Run 1, metal 1:
Scale: 2 px per um. Cells faint in the background.
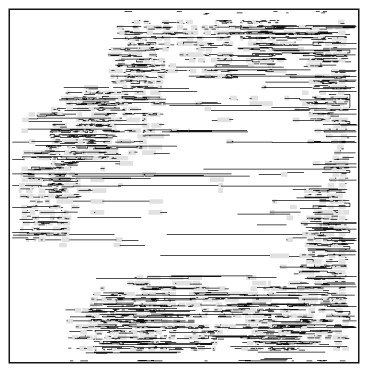
Run 1, the metal 2 layer:
Scale: 3 px per um.
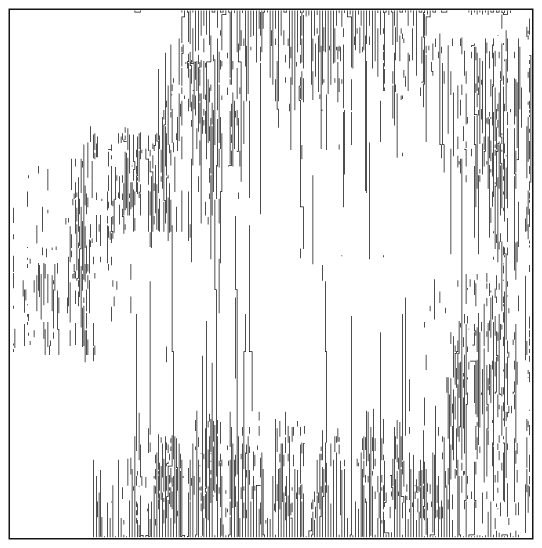
Run 1, metal 3:
Scale: 1.5 px per um. Cells faint in the background.
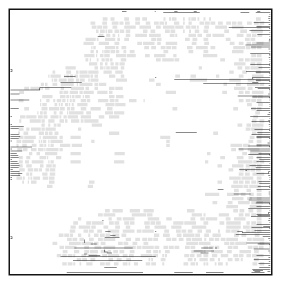
==> config.mk <==
export PLATFORM = sky130hd
export DESIGN_NAME = apb3_slot_mux
export DESIGN_NICKNAME = d
export VERILOG_FILES = /design/src/rtl/apb3_mux_pkg.sv /design/src/rtl/apb3_wait_timer.sv /design/src/rtl/apb3_slot_mux.sv
export SDC_FILE = /design/constraint.sdc
export NUM_CORES = 1
export LEC_CHECK = 0
export CAP_MARGIN = 10
export CORE_AREA = 4 4 170 172
export DETAILED_ROUTE_END_ITERATION = 6
export DIE_AREA = 0 0 174 176
export PLACE_DENSITY = 0.59
export SLEW_MARGIN = 5
export SYNTH_ARGS = -nofsm -noshare
export SYNTH_HDL_FRONTEND = slang
export SYNTH_SLANG_ARGS = --single-unit
==> constraint.sdc <==
create_clock -name PCLK -period 1.7 [get_ports PCLK]
set_input_delay 0.34 -clock PCLK [delete_from_list [all_inputs] [get_ports PCLK]]
set_output_delay 0.34 -clock PCLK [all_outputs]
set_load 0.01 [all_outputs]
==> flow_metrics.env, run 1 <==
# source this file to load flow results
export IMPL_run_status="complete, but fails checks"
export IMPL_portBuffers=346
export IMPL_wl_per_cell_um=21.3
export IMPL_synth_sequential_area_ratio=0.112
export IMPL_violations="setup timing"
export IMPL_post_route_util=0.344
export IMPL_postSynth_asyncResetShare=0
export IMPL_arrival_ps=2190
export IMPL_hold_depth=2
export IMPL_synth_simple_area_share=0.158
export IMPL_detailedRoute_firstPassIterationCount=4
export IMPL_hold_class="reg2reg"
export IMPL_count_of_buffer_and_inverter_cells_on_the_critical_path=6
export IMPL_antenna_cells_inserted=4
export IMPL_max_stage_delay_ps=360
export IMPL_power_total_mw=2.84
export IMPL_met3WireLength_um=1560
export IMPL_seq_power_uw=506
export IMPL_layout_nonclk_buf_frac=0.529
export IMPL_crit_cells=11
export IMPL_finalWorstPathRequiredPeriod_ps=2530
export IMPL_cts_hold_repair_buffers=0
export IMPL_setup_reg_to_reg_worst_slack_ps=-480
export IMPL_setup_ws_ps=-831
export IMPL_total_leakage_power_nw=3.50
export IMPL_tritoncts="yes"
export IMPL_clk_insertion_delay_late_ps=250
export IMPL_synth_cellmix_compoundShare=0.0664
export IMPL_worst_slew_margin_rel=0.791
export IMPL_final_common_cell="sky130_fd_sc_hd__clkdlybuf4s50_1"
export IMPL_hold_violations=0
export IMPL_die_y_um=176
export IMPL_ctsLongestPathBuffers=2
export IMPL_detailedRoute_firstIterationViolations=202
export IMPL_cap_viol_max_count=0
export IMPL_cts_root_cell="sky130_fd_sc_hd__clkbuf_16"
export IMPL_n_tap_cell=346
export IMPL_ys_flops=21
export IMPL_worst_path_max_delay_cell="sky130_fd_sc_hd__dfxtp_4"
export IMPL_required_ps=1360
export IMPL_drive_above_1_share=0.456
export IMPL_cts_h_tree_lvls=1
export IMPL_post_cts_resize_count=338
export IMPL_clock_power_share=0.176
export IMPL_post_synth_mux_area_share=0.532
export IMPL_top_area_cell_class="buffers"
export IMPL_io_pin_count=450
export IMPL_met2RoutedLength_um=12400
export IMPL_synth_largest_type_area_fraction=0.407
export IMPL_yosysChipArea_mm2=0.00377
export IMPL_finalSetupViolCount=59
export IMPL_num_clock_buffers=3
export IMPL_grt_setup_unrepaired="yes"
-- 'metal 1' (at the start) --
- main direction: horizontal
- longest straight run: 110 um
number of vias after detailed routing: 4847
met1 Resource Use GR: 0.182
final wirelength: 24000 um

-- 'the metal 2 layer' (at the start) --
- share of all routed wire: 52%
- nets with wire on the layer: 1024
met2 layer usage reported by global route: 0.274

-- 'metal 3' (at the start) --
- longest straight run: 63.3 um
- nets with wire on the layer: 190
- main direction: horizontal
- wire length on this layer: 1560 um
- share of all routed wire: 6.5%
met3 demand-to-capacity share in global routing: 0.0343

## Run 2: what changed since run 1
Settings changed: SLEW_MARGIN 5 to default.
Run 2, the metal 2 layer:
Scale: 3 px per um.
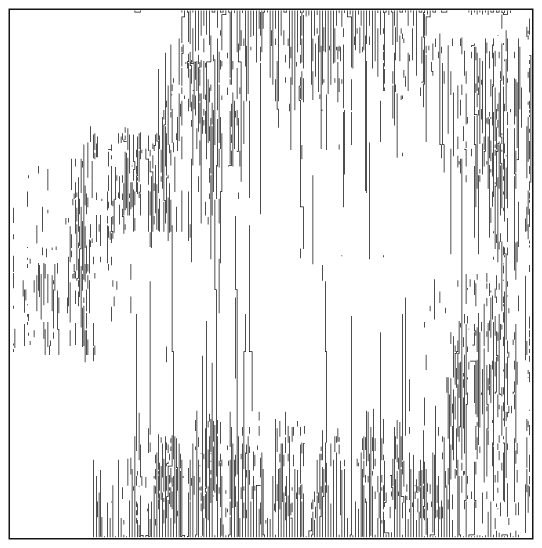
- nets with wire on the layer: 1024
- main direction: vertical

==> flow_metrics.env, run 2 <==
# source this file to load flow results
export IMPL_antenna_cells_inserted=4
export IMPL_finalClockPeriodUsage=1.49
export IMPL_met2RoutedLength_um=12400
export IMPL_io_pin_count=450
export IMPL_ys_top_cells_by_area="sky130_fd_sc_hd__mux4_2 (41%), sky130_fd_sc_hd__mux2i_1 (12%), sky130_fd_sc_hd__dfxtp_1 (11%)"
export IMPL_powerDensity_mw_per_mm2=301
export IMPL_setup_reg_to_reg_worst_slack_ps=-480
export IMPL_syn_instance_count=357
export IMPL_cap_viol_max_count=0
export IMPL_area_share_sequential=0.0458
export IMPL_synth_warning_count=0
export IMPL_clk_insertion_delay_late_ps=250
export IMPL_num_clock_buffers=3
export IMPL_hold_violations=0
export IMPL_ys_flops=21
export IMPL_hold_depth=2
export IMPL_crit_cells=11
export IMPL_max_stage_delay_ps=360
export IMPL_post_synth_mux_area_share=0.532
export IMPL_violations="setup timing"
export IMPL_finalWorstPathRequiredPeriod_ps=2530
export IMPL_cts_root_cell="sky130_fd_sc_hd__clkbuf_16"
export IMPL_ctsLongestPathBuffers=2
export IMPL_run_status="complete, but fails checks"
export IMPL_total_number_of_warnings_across_the_stage_logs=50
export IMPL_layout_nonclk_buf_frac=0.529
export IMPL_detailedRoute_firstIterationViolations=202
export IMPL_synth_largest_type_area_fraction=0.407
export IMPL_post_cts_resize_count=338
export IMPL_post_cts_buffers=46
export IMPL_globalRouteMet1Util=0.182
export IMPL_total_leakage_power_nw=3.50
export IMPL_required_ps=1360
export IMPL_placedInstanceArea_mm2=0.00802
export IMPL_n_tap_cell=346
export IMPL_finalSetupViolCount=59
export IMPL_worst_slew_margin_rel=0.791
export IMPL_yosysChipArea_mm2=0.00377
export IMPL_postSynth_asyncResetShare=0
export IMPL_wl_um=24000
export IMPL_hold_class="reg2reg"
export IMPL_timing_critical_path_to_type="primary output"
export IMPL_met3WireLength_um=1560
export IMPL_maximum_number_of_pins_on_one_net_before_global_route_repair=33
export IMPL_max_vdd_ir_drop_v=0.000394
export IMPL_syn_nets=715
export IMPL_synth_cellmix_compoundShare=0.0664
export IMPL_final_hold_worst_slack_ps=506
export IMPL_crit_path_start_kind="flop"
export IMPL_setup_ws_ps=-831
export IMPL_clock_power_share=0.176
export IMPL_top_area_cell_class="buffers"
export IMPL_portBuffers=346
export IMPL_core_area_mm2=0.0275
export IMPL_die_w_um=174
export IMPL_synth_sequential_area_ratio=0.112
export IMPL_die_area_mm2=0.0306
export IMPL_seq_power_uw=506
export IMPL_grt_met3_usage=0.0343
export IMPL_drive_above_1_share=0.456
export IMPL_netlist_top_cell_by_area="sky130_fd_sc_hd__mux4_2"
export IMPL_top_power_group="combinational cells"
export IMPL_numClockSinks=21
export IMPL_worst_path_max_delay_cell="sky130_fd_sc_hd__dfxtp_4"
export IMPL_stdcell_count=1127
export IMPL_final_common_cell="sky130_fd_sc_hd__clkdlybuf4s50_1"
export IMPL_synth_simple_area_share=0.158
export IMPL_wl_per_cell_um=21.3
export IMPL_tritoncts="yes"
export IMPL_power_total_mw=2.84
export IMPL_post_route_util=0.344
export IMPL_count_of_buffer_and_inverter_cells_on_the_critical_path=6
export IMPL_cts_h_tree_lvls=1
export IMPL_enable_flop_cells=0
export IMPL_arrival_ps=2190
export IMPL_die_y_um=176
export IMPL_ys_flop_type="sky130_fd_sc_hd__dfxtp_1"
export IMPL_grt_util_met2=0.274
export IMPL_numCtsBuffers=3
export IMPL_detailedRoute_firstPassIterationCount=4
export IMPL_route_vias_total=4847
export IMPL_grt_setup_unrepaired="yes"
export IMPL_cts_hold_repair_buffers=0
Run 2, met4 routing:
Scale: 1.5 px per um. Cells faint in the background.
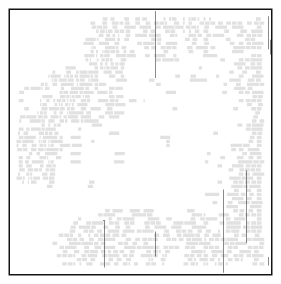
- longest straight run: 55.1 um
- wire length on this layer: 233 um

